run_1/io_fan.png
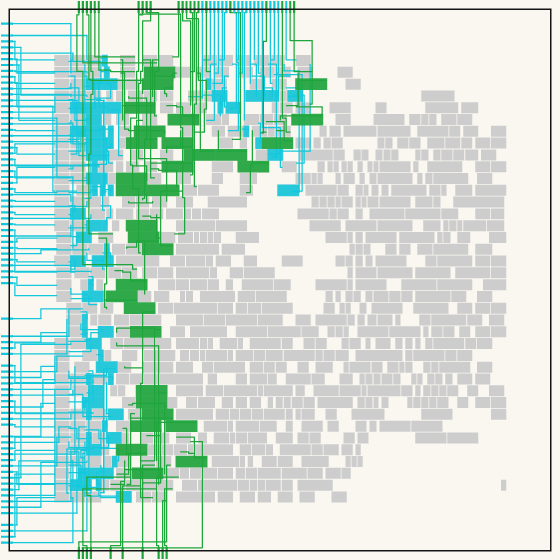
run_1/flops_by_reg.png
Other sequential cells in the stronger gray, the rest of the logic in the fainter gray.
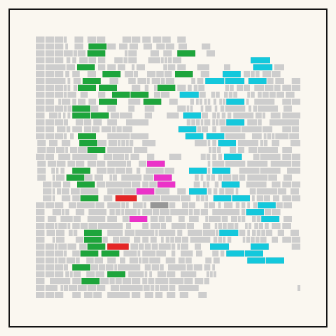
run_1/metal_density.png
The die is cut into 25 by 25 equal tiles; black is low, pale yellow is high, scaled to the fullest tile. Values are wire area over tile area, all layers added.
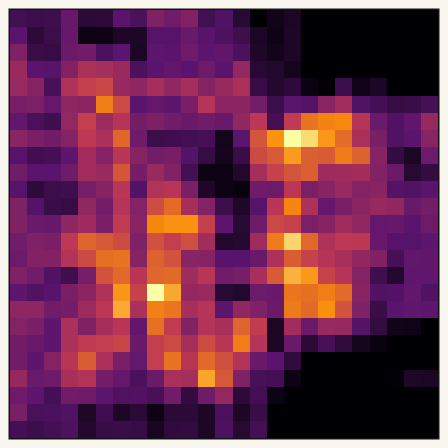
### config.mk
export PLATFORM = sky130hd
export DESIGN_NAME = regfile_write_arbiter_flat
export DESIGN_NICKNAME = d
export VERILOG_FILES = /design/src/rtl/regfile_write_arbiter_pkg.sv /design/src/rtl/regfile_write_arbiter_if.sv /design/src/rtl/regfile_write_arbiter_rr_arb.sv /design/src/rtl/regfile_write_arbiter.sv /design/src/flat_wrapper.sv
export SDC_FILE = /design/constraint.sdc
export NUM_CORES = 1
export LEC_CHECK = 0
export CAP_MARGIN = 20
export CORE_MARGIN = 10
export CORE_UTILIZATION = 38
export CTS_BUF_LIST = sky130_fd_sc_hd__clkbuf_4 sky130_fd_sc_hd__clkbuf_8
export CTS_CLUSTER_DIAMETER = 100
export DETAILED_ROUTE_END_ITERATION = 8
export PLACE_DENSITY = 0.8
export SLEW_MARGIN = 20
export SYNTH_ARGS = -nofsm -noshare
export SYNTH_HDL_FRONTEND = slang
export SYNTH_SLANG_ARGS = --single-unit
### constraint.sdc
create_clock -name clk -period 2 [get_ports clk]
set_input_delay 0.2 -clock clk [delete_from_list [all_inputs] [get_ports clk]]
set_output_delay 0.2 -clock clk [all_outputs]
set_load 0.01 [all_outputs]
### src/rtl/regfile_write_arbiter_pkg.sv
// Shared widths and types for the register file write-back path.
package regfile_write_arbiter_pkg;

   localparam int WORD_WIDTH           = 32;
   localparam int REGISTER_INDEX_WIDTH = 5;
   localparam int NUM_REGS             = 32;

   typedef logic [WORD_WIDTH-1:0]           word_t;
   typedef logic [REGISTER_INDEX_WIDTH-1:0] reg_idx_t;

endpackage

### src/rtl/regfile_write_arbiter_if.sv
// Write-back request bus: requester i occupies slice i of the packed idx/data vectors.
interface regfile_write_arbiter_if #(parameter int NUM_REQ = 3);
   import regfile_write_arbiter_pkg::*;

   logic [NUM_REQ-1:0]                      req_valid;
   logic [NUM_REQ*REGISTER_INDEX_WIDTH-1:0] req_idx;
   logic [NUM_REQ*WORD_WIDTH-1:0]           req_data;
   logic [NUM_REQ-1:0]                      req_ready;

   modport master (output req_valid, req_idx, req_data, input req_ready);
   modport slave  (input req_valid, req_idx, req_data, output req_ready);

endinterface

### src/rtl/regfile_write_arbiter_rr_arb.sv
// Combinational round-robin pick: first valid requester at or after ptr_i, one-hot plus encoded.
module round_robin_arbiter #(
   parameter int NUM_REQ = 3,
   parameter int PTR_W   = (NUM_REQ > 1) ? $clog2(NUM_REQ) : 1
) (
   input  logic [NUM_REQ-1:0] valid_i,
   input  logic [PTR_W-1:0]   ptr_i,
   output logic [NUM_REQ-1:0] grant_o,
   output logic [PTR_W-1:0]   grant_idx_o,
   output logic               grant_vld_o
);

   int cand;

   always_comb begin
      grant_o     = '0;
      grant_idx_o = '0;
      grant_vld_o = 1'b0;
      cand        = 0;
      for (int k = 0; k < NUM_REQ; k++) begin
         cand = (int'(ptr_i) + k) % NUM_REQ;
         if (!grant_vld_o && valid_i[cand]) begin
            grant_vld_o       = 1'b1;
            grant_o[cand]     = 1'b1;
            grant_idx_o       = PTR_W'(cand);
         end
      end
   end

endmodule

### src/rtl/regfile_write_arbiter.sv
// Round-robin share of the register file write port plus RAW pending-write scoreboard.
// Grant to rf_write_* is one cycle; one requester is accepted per cycle, the rest see ready low.
module regfile_write_arbiter
   import regfile_write_arbiter_pkg::*;
#(
   parameter int NUM_REQ = 3
) (
   input  logic                   clk,
   input  logic                   reset,
   regfile_write_arbiter_if.slave req,
   input  logic                   issue_valid,
   input  reg_idx_t               issue_idx,
   input  reg_idx_t               rs1_idx,
   input  reg_idx_t               rs2_idx,
   output logic                   rs1_busy,
   output logic                   rs2_busy,
   output logic                   rf_write_enable,
   output reg_idx_t               rf_write_idx,
   output word_t                  rf_write_data,
   output logic [NUM_REGS-1:0]    pending
);

   localparam int PTR_W = (NUM_REQ > 1) ? $clog2(NUM_REQ) : 1;

   logic [PTR_W-1:0]    ptr_q, ptr_d;
   logic [NUM_REQ-1:0]  grant;
   logic [PTR_W-1:0]    grant_idx;
   logic                grant_vld;
   logic                hs;
   reg_idx_t            win_idx;
   word_t               win_data;
   logic                we_q, we_d;
   reg_idx_t            widx_q, widx_d;
   word_t               wdata_q, wdata_d;
   logic [NUM_REGS-1:0] pending_q, pending_d;

   round_robin_arbiter #(.NUM_REQ(NUM_REQ), .PTR_W(PTR_W)) u_arb (
      .valid_i     (req.req_valid),
      .ptr_i       (ptr_q),
      .grant_o     (grant),
      .grant_idx_o (grant_idx),
      .grant_vld_o (grant_vld)
   );

   assign req.req_ready = reset ? '0 : grant;
   assign hs            = grant_vld && !reset;
   assign win_idx       = req.req_idx[int'(grant_idx)*REGISTER_INDEX_WIDTH +: REGISTER_INDEX_WIDTH];
   assign win_data      = req.req_data[int'(grant_idx)*WORD_WIDTH +: WORD_WIDTH];

   always_comb begin
      ptr_d   = ptr_q;
      we_d    = 1'b0;
      widx_d  = widx_q;
      wdata_d = wdata_q;
      if (hs) begin
         ptr_d   = (grant_idx == PTR_W'(NUM_REQ-1)) ? '0 : grant_idx + 1'b1;
         we_d    = (win_idx != '0);
         widx_d  = win_idx;
         wdata_d = win_data;
      end
   end

   // Clear first, then set, so a newly issued producer of the same register wins.
   always_comb begin
      pending_d = pending_q;
      if (we_q)
         pending_d[widx_q] = 1'b0;
      if (issue_valid && issue_idx != '0)
         pending_d[issue_idx] = 1'b1;
      pending_d[0] = 1'b0;
   end

   always_ff @(posedge clk) begin
      if (reset) begin
         ptr_q     <= '0;
         we_q      <= 1'b0;
         widx_q    <= '0;
         wdata_q   <= '0;
         pending_q <= '0;
      end else begin
         ptr_q     <= ptr_d;
         we_q      <= we_d;
         widx_q    <= widx_d;
         wdata_q   <= wdata_d;
         pending_q <= pending_d;
      end
   end

   assign rf_write_enable = we_q;
   assign rf_write_idx    = widx_q;
   assign rf_write_data   = wdata_q;
   assign pending         = pending_q;
   assign rs1_busy        = pending_q[rs1_idx];
   assign rs2_busy        = pending_q[rs2_idx];

endmodule

### src/flat_wrapper.sv
// flat-port wrapper written by rule: the top's interface ports become plain ports
module regfile_write_arbiter_flat import regfile_write_arbiter_pkg::*;
#(
   parameter int NUM_REQ = 3
)
  (clk, reset, issue_valid, issue_idx, rs1_idx, rs2_idx, rs1_busy, rs2_busy, rf_write_enable, rf_write_idx, rf_write_data, pending, req_req_valid, req_req_idx, req_req_data, req_req_ready);
  regfile_write_arbiter_if #(.NUM_REQ(NUM_REQ)) req_i ();
  input  logic clk;
  input  logic reset;
  input  logic issue_valid;
  input  reg_idx_t issue_idx;
  input  reg_idx_t rs1_idx;
  input  reg_idx_t rs2_idx;
  output logic rs1_busy;
  output logic rs2_busy;
  output logic rf_write_enable;
  output reg_idx_t rf_write_idx;
  output word_t rf_write_data;
  output logic [NUM_REGS-1:0] pending;
  input wire logic [$bits(req_i.req_valid)-1:0] req_req_valid;
  input wire logic [$bits(req_i.req_idx)-1:0] req_req_idx;
  input wire logic [$bits(req_i.req_data)-1:0] req_req_data;
  output wire logic [$bits(req_i.req_ready)-1:0] req_req_ready;
  assign req_i.req_valid = req_req_valid;
  assign req_i.req_idx = req_req_idx;
  assign req_i.req_data = req_req_data;
  assign req_req_ready = req_i.req_ready;
  regfile_write_arbiter #(.NUM_REQ(NUM_REQ)) u_core (.clk(clk), .reset(reset), .req(req_i), .issue_valid(issue_valid), .issue_idx(issue_idx), .rs1_idx(rs1_idx), .rs2_idx(rs2_idx), .rs1_busy(rs1_busy), .rs2_busy(rs2_busy), .rf_write_enable(rf_write_enable), .rf_write_idx(rf_write_idx), .rf_write_data(rf_write_data), .pending(pending));
endmodule
==> summary.txt, run 1 <==
Results of the flow run.

Global routing consumed, over all layers together, between 20% and 30% of the routing resources. The number of endpoints with negative hold slack in the final report stands at 0. The library cells used most frequently in the layout, excluding fill and tap cells, are 196 x clkdlybuf4s50_1, 63 x a21oi_1, 62 x dfxtp_1, 59 x buf_4, 49 x nand2_1. In the finished design, the share of the clock period the worst path needs comes to 115.9%. The largest incremental delay on the critical path stands at ~0.40 ns. After detailed routing, the wire length on met1 is ~7200 um. The part of the total power dissipated in combinational logic stands at about two thirds. The combinational power stands at 6930 uW. The final report gives the core utilization as ~73%.

The layout-stage area growth over the synthesis result stands at 89.27%. Tap insertion was completed with 140 tapcells. The worst hold path terminates at u_core.rf_write_data[20].

The worst setup path is launched from a flop. The layout cell share with drive strength beyond 1 stands at a little over a quarter. Measured on the final layout, buffering overhead outside the clock network stands at 39.64%. Net switching is approximately 40% of the power. The floorplan utilization stands at 38.48%. Leaving out the clock tree, the finished layout contains an inverter count of 2.

The number of cells on the worst hold path stands at 1. The Yosys step of the flow raised 0 warnings. The core box area stands at 10790 um2. The net count after synthesis stands at 605. The clock group power stands at approximately 1200 uW. The routed layout reports a DRC error count of 0.

The post-synthesis share of cell area spent on and, or, nand and nor gates stands at approximately 15%. Detailed placement ended at an HPWL of 13470 um. The largest fanout of any net on the critical path stands at 6. Registers are responsible for between 20% and 30% of the overall power. The die footprint stands at 15510 um2. The number of antenna violations at the first check in global routing was 0.

The number of resized instances in the post-cts repair step stands at 95. The multi-input combinational gate total stands at approximately 370. The count of routing violations after the opening detailed-route iteration stands at 382.

The flop-to-flop setup slack stands at -0.32 ns. For this run, asynchronously set or reset flops after synthesis account for 0%. There are 71 flip-flops and latches. The library cell used most frequently in the layout, excluding fill and tap cells, is clkdlybuf4s50_1. The peak supply drop stands at between 0.9 and 1 mV. The worst setup path is of the flop to flop kind. The area fraction in mux cells stands at roughly a fifth. The total number of H-tree levels stands at 3. In the power breakdown, the internal column shows between 6000 and 7000 uW.

The number of cell instances after yosys synthesis stands at approximately 470. According to the timing report, the critical path is launched from u_core.ptr_q[1]. The met2 wirelength from detailed routing stands at just over 10000 um. After layout, the buffer instance count without clock buffers stands at 303. The commonest cells after synthesis are 72 x a21oi_1, 71 x dfxtp_1, 52 x nand2_1. The most critical min-delay path falls under flop to flop.

The total tool warning count stands at 32. The final reports fail on negative setup slack. The worst-case max-slew headroom was logged as 55.91%. The shortest period the worst path allows stands at between 2 and 2.5 ns. The switching power stands at about 4000 uW. The first global-routing pass estimated a little under 30000 um of wire.

The run finished, with violations left. Of all power groups, the one with the highest power is combinational logic. Yosys reports that the leading cell type by area covers around 34% of the netlist area.

Looking at the cell usage after synthesis, the top flip-flop cell is dfxtp_1. The number of CTS-inserted buffers stands at 9. The post-synth register bit count is slightly above 70.

For the worst-skew pair, the clock arrives at the later sink with an insertion delay of between 0.3 and 0.4 ns. The number of distinct standard cells referenced by the synthesized netlist stands at just under 50. The number of clock sinks stands at roughly 70. Grouping stages by cell kind, the critical path spends the most delay in AND-OR/OR-AND gates. 0 antenna diodes ended up in the layout. The worst setup path is captured at a flop.

Adding up every negative setup slack in the final design gives -9.888 ns. The per-instance average area after synthesis stands at slightly below 9 um2. The floorplan step set the die width to around 120 um. The cell type that accounts for the most area after synthesis is dfxtp_1. Per the GRT log, the top usage layer is met2.

The most frequently used library cell after synthesis is a21oi_1. On the critical path, the stage with the largest delay is an instance of dfxtp_4. The multi-input logic portion of the cell area stands at 37.17%. The floorplan has 38 rows. The post-synth count of flops with an enable pin is 0. The final timing report counts setup violations totalling about 45. Signal nets in the final route climb as high as met4. Global routing consumed, on the met1 layer, about 24% of the routing resources. The post-route worst setup slack stands at -0.3188 ns. Per the post-route antenna check, the number of violating nets is 0. The number of cells on the critical path stands at 9. The first-pass iteration count of the detailed router stands at 5. The required time at the worst endpoint is listed as approximately 2.2 ns. The arithmetic-cell share of the synthesized area counting full adders, half adders and majority gates stands at between 1 and 1.5%. Per the detail_route report, routed wire per instance is roughly 22 um.

The worst register-to-register path has a depth of 9. For the worst reg-to-reg path, the endpoint reported by OpenROAD is u_core.rf_write_enable. The per-cell via count in the routed design stands at roughly 5.7. In this run the clock root is driven by a clkbuf_8. The clock network fraction of total power stands at 11.5%. Traced cell by cell, the critical path runs through inv_4 -> buf_6 -> ha_4 -> nand3b_1 -> a21oi_4 -> a31o_4 -> mux2i_4 -> a21oi_1 -> o31a_1. The synthesis report lists the most area-consuming cells as dfxtp_1 34%, mux4_2 9.8%, mux2i_1 9.4%.

In the final layout, clock buffers and inverters account for 2.515% of the cell area. The number of buffer and inverter stages on the critical path stands at 2. TritonCTS built the clock tree.

The number of global-route vias before repair stands at 5424. The met3 layer wire length in the routed design stands at about 1800 um. Yosys reports a chip area of between 4000 and 5000 um2. Wires add up to 19590 um. Setup repair after global routing could not meet its margin everywhere. The overall overflow remaining after global route stands at 0. The data arrival time reported for the critical path is around 2.6 ns. Grouping non-sequential cells by family puts the most area in AND-OR/OR-AND gates.

The weighted congestion at the end of routability-driven global placement stands at slightly above 0.9. The maximum clock frequency stands at approximately 0.43 GHz. Per the area breakdown, the dominant cell category is buffers.

On met2, the global router reports a usage of around 42%. For this run, the post-layout net count is 888. The area taken by multi-input combinational cells is reported as roughly 2900 um2.

Entering global routing, the biggest net connects ~53 pins. The area of the mapped netlist stands at approximately 4200 um2.
-- io_fan.png (at the start) --
legend:
  cyan:
    port: req_req_data
    bits: 96
    direction: input
    edge: 78 left, 18 top
    end_cells: 64
    buffers: 96
    wire: 2570 um
  green:
    port: rf_write_data
    bits: 32
    direction: output
    edge: 22 top, 10 bottom
    end_cells: 32
    buffers: 32
    wire: 1690 um
number of buffers inserted by port buffering: 205
# IOs: 207

-- flops_by_reg.png (at the start) --
legend:
  magenta:
    netlist_name: u_core.rf_write_idx
    flops: 5
    where: center
  green:
    netlist_name: u_core.rf_write_data
    flops: 32
  cyan:
    netlist_name: u_core.pending
    flops: 31
  red:
    netlist_name: u_core.ptr_q
    flops: 2
area used by sequential logic in the layout: 1438 um2
sequential power: 2090 uW
Seq/total area: 18.29%

-- metal_density.png (at the start) --
mean over tiles: 0.21
nearly empty tiles: 14%
tiles over half the peak: 15%
emptiest ninth of the die: lower right
fullest tile: 0.71

## run 1: registers in the layout, indices dropped and copies added (netlist names)
signal,cells
u_core.pending,31
u_core.ptr_q,2
u_core.rf_write_idx,5
u_core.rf_write_data,32
u_core.rf_write_enable,1
## run 1: through the flow
| step | hold WS [ns] | cells | setup slack [ns] | total power, uW | instance area (um2) |
|---|---|---|---|---|---|
| 2_1_floorplan | 0.3970 | 469 | -0.03067 | 5016 | 4215 |
| 3_3_place_gp | 0.4624 | 852 | -0.7536 | 6945 | 6867 |
| 3_5_place_dp | 0.4624 | 852 | -0.8146 | 7038 | 6867 |
| 4_1_cts | 0.4840 | 892 | -0.2534 | 9589 | 7644 |
| 5_1_grt | 0.4985 | 897 | -0.3605 | 10610 | 7860 |
| 6_report | 0.4856 | 897 | -0.3188 | 10180 | 7860 |
## Run 2: what changed since run 1
--- a/config.mk
+++ b/config.mk
@@ -11,6 +11,7 @@
 export CTS_BUF_LIST = sky130_fd_sc_hd__clkbuf_4 sky130_fd_sc_hd__clkbuf_8
 export CTS_CLUSTER_DIAMETER = 100
 export DETAILED_ROUTE_END_ITERATION = 8
+export GPL_ROUTABILITY_DRIVEN = 0
 export PLACE_DENSITY = 0.8
 export SLEW_MARGIN = 20
 export SYNTH_ARGS = -nofsm -noshare
run_2/metal_density.png
The die is cut into 25 by 25 equal tiles; black is low, pale yellow is high, scaled to the fullest tile. Values are wire area over tile area, all layers added.
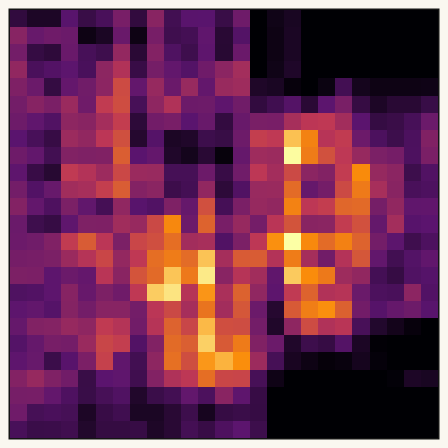
emptiest ninth of the die: lower right
densest ninth of the die: center
mean over tiles: 0.22
nearly empty tiles: 14%
fullest tile: 0.75

==> run 2 against run 1 <==
  * The flow still finishes with violations (negative setup slack)
  * Flip-flop count is the same
  * Critical endpoint unchanged
  * Non-clock buffer count rose by 9
  * Register-to-register slack worse by 0.07 ns
==> summary.txt, run 2 <==
Results of the flow run.

The die span in x was 124.5 um (unchanged). TritonCTS built the clock tree. Clock tree synthesis selected as its root buffer the cell clkbuf_8. The flop-to-flop setup slack came to -0.39 ns (-0.07 ns).

The fraction of registers with async set/reset came to 0% (unchanged). The row count came to 38 (unchanged). The number of antenna cells inserted stands at 0 (unchanged). The number of distinct standard cells referenced by the synthesized netlist came to 49 (unchanged). The area of the mapped netlist was 4153 um2 (unchanged). The part of the total power dissipated in combinational logic was 69.2% (+1.2 points). The relative max-transition margin is 64.50% (+8.6 points). Post-synth the commonest register cell is dfxtp_1.

The top cell type in the final layout, fill and taps aside, is clkdlybuf4s50_1. The core box area stands at 10790 um2 (unchanged). The final number of setup-violating endpoints stands at 45 (unchanged). The total tool warning count stands at 32 (unchanged). The internal power was 6038 uW (-2.1%). The average wire length per cell after detail routing stands at 22.06 um (+1.0%).

The overall power of the completed layout stands at 10020 uW (-1.6%). The total number of sequential cells stands at 71 (unchanged). The number of resized instances in the post-cts repair step was 80 (-16%).

The layout cell share with drive strength beyond 1 is 27.20% (-0.28 points). The all-layer global routing usage stands at 23.48% (+0.28 points). The per-cell via count in the routed design stands at 5.705 (+0.22%). The number of clock sinks stands at 71 (unchanged). The post-synthesis sequential element count is 71 (unchanged).

The count of port buffers added during placement stands at 205 (unchanged). The number of endpoints with negative hold slack in the final report is 0 (unchanged). The most common cell in the synthesized netlist is a21oi_1. The clock network fraction of total power came to 10.0% (-1.5 points). Yosys reports that the most numerous cell types are 72 x a21oi_1, 71 x dfxtp_1, 52 x nand2_1. The slowest stage of the critical path is the dfxtp_4 cell. The class occupying the most area after layout is reported as buffers. The worst setup path is of the flop to flop kind. The peak supply drop stands at 0.8241 mV (-12%). The cell area after placement stands at 6882 um2 (+0.22%). The Yosys warning count stands at 0 (unchanged). For reference, the critical path cell chain is buf_4 -> buf_4 -> ha_4 -> nand3b_1 -> a21oi_4 -> buf_4 -> a31oi_1 -> buf_4 -> nor4_4 -> o22ai_1 -> o31a_1. The worst setup path is launched from a flop. The number of signal-net buffers in the layout stands at 312 (+3.0%).

The endpoint identified for the worst register-to-register timing path is u_core.rf_write_enable. The post-route worst setup slack stands at -0.3860 ns (-0.06725 ns). The synthesized netlist devotes 24.25% of its cell area to compound gates. Of the combinational cells, the family taking the most area is AND-OR/OR-AND gates. The logic depth of the worst register-to-register path stands at 11 (+2). The post-synthesis share of cell area spent on and, or, nand and nor gates stands at 15.34% (unchanged). The final reports fail on negative setup slack. The number of buffer and inverter stages on the critical path came to 4 (+2). The number of enable flip-flop cells was 0 (unchanged). The multi-input logic area is 2845 um2 (-2.6%).

The I/O pin count is 207 (unchanged). The number of global-route vias before repair is 5413 (-0.20%). The synthesized design spends more area on one cell type than any other, namely dfxtp_1.

The clock-cell share of area stands at 1.977% (-0.54 points). The floorplan utilization was 38.48% (unchanged). The shortest period the worst path allows stands at 2.386 ns (+0.06725 ns). The number of antenna violations at the first check in global routing came to 0 (unchanged). The overall overflow remaining after global route stands at 0 (unchanged). The well tap count was 140 (unchanged). Broken down by cell family, the worst path's largest delay share belongs to AND-OR/OR-AND gates. The combinational power came to 6930 uW (about the same). The clock latency reported for the late side of the worst-skew pair stands at 0.37 ns (+0.02 ns). The multi-input combinational gate total was 363 (-0.55%).

The maximum clock path buffer count stands at 2. The post-layout instance count excluding filler cells is 901 (+0.45%). The core utilization of the finished layout was 72.71% (-0.12 points). The worst setup path is captured at a flop.

The number of remaining DRC errors came to 0 (unchanged). The number of logic inverters in the finished layout stands at 2 (unchanged). The sequential power stands at 2080 uW (about the same). Setup repair after global routing could not meet its margin everywhere. Leaving out fill and tap cells, the most frequent cells in the layout are 196 x clkdlybuf4s50_1, 67 x buf_4, 63 x a21oi_1, 61 x dfxtp_1, 50 x nand2_1. The arithmetic-cell share of the synthesized area counting full adders, half adders and majority gates stands at 1.205% (unchanged).

The number of cell instances after yosys synthesis stands at 469 (unchanged). The final standard cell area without fillers stands at 7848 um2 (-0.16%). The yosys-reported design area after synthesis was 4153 um2 (unchanged).

The area fraction in mux cells stands at 20.25% (unchanged). The worst endpoint data arrival time came to 2.65 ns (+0.10 ns). The data-path buffer share of cell area in the final layout stands at 41.04% (+1.4 points). The maximum number of pins on one net before global-route repair stands at 38 (-28%). The overall routed net length stands at 19880 um (+1.5%).

The total number of H-tree levels stands at 3 (unchanged). The layout net count stands at 895 (+0.79%). The flop share of the area is 18.34% (+0.045 points). The largest fanout of any net on the critical path came to 3 (-3). The largest incremental delay on the critical path stands at 0.37 ns (-0.03 ns). The sequential area share after synthesis stands at ~34%.

The number of CTS-inserted buffers came to 9 (unchanged). The clock group power came to 1000 uW (-10%). The smallest hold slack is 0.4836 ns (-0.002046 ns).

Looking at the group totals, the largest power group turns out to be combinational logic. The number of fillers in the final layout stands at approximately 700. The die footprint was 15510 um2 (unchanged). The global-route wire length before repair stands at 29730 um (+0.54%). The sum of negative setup slack is -14.03 ns (-4.142 ns).

The path with the worst hold slack has its endpoint at u_core.rf_write_data[7]. The post-route antenna net violation count stands at 0 (unchanged). The required arrival time at the worst endpoint stands at 2.26 ns (+0.03 ns). The multi-input logic portion of the cell area was 36.26% (-0.91 points).

The net count after synthesis stands at 605 (unchanged). The switching power stands at 3981 uW (-0.75%). The number of cells on the worst hold path stands at 1 (unchanged). The count of routing violations after the opening detailed-route iteration stands at 621 (+63%). The count of placed standard cells including taps is 854 (+0.23%). The number of flip-flops in the largest register stands at 32 (unchanged). The share of the synthesized area in the top cell type was 34.23% (unchanged). The run finished, with violations left. From synthesis to final layout, the design area changed by 88.97%. The first-pass iteration count of the detailed router came to 5 (unchanged). The sequential power share stands at 20.8% (+0.3 points). The switching fraction of total power is 39.73% (+0.33 points).
run_2/layer_met3.png
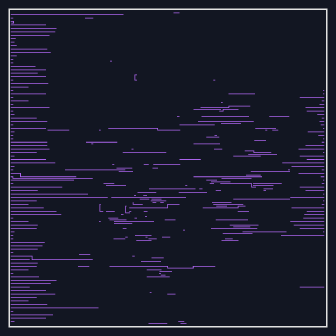
main direction: horizontal
share of all routed wire: 10%
longest straight run: 44.2 um
wire length on this layer: 2060 um

-- run 2: cell counts after synthesis --
No cell type changed its count.
-- run 2: how the worst max path moves through the flow --
stage | cells after the start | start | to | slack [ns]
finish | 11 | u_core.ptr_q[0] | u_core.rf_write_enable | -0.39
global route | 10 | u_core.ptr_q[0] | u_core.rf_write_data[18] | -0.44
CTS | 4 | u_core.pending[15] | rs2_busy | -0.27
detailed placement | 6 | rs2_idx[0] | rs2_busy | -0.80
global placement | 6 | rs1_idx[0] | rs1_busy | -0.76
floorplan | 9 | u_core.ptr_q[1] | u_core.rf_write_enable | -0.03
-- run 2: per-layer routing --
metal	wire, um	GRT usage, %	vias up
li1	-	-	2318
met1	6825	23.94	2417
met2	10140	41.19	330
met3	2063	9.574	75
met4	849	10.42	0
met5	0	0	-
Power figures rest on the tool's default switching activity, not on a simulated workload.
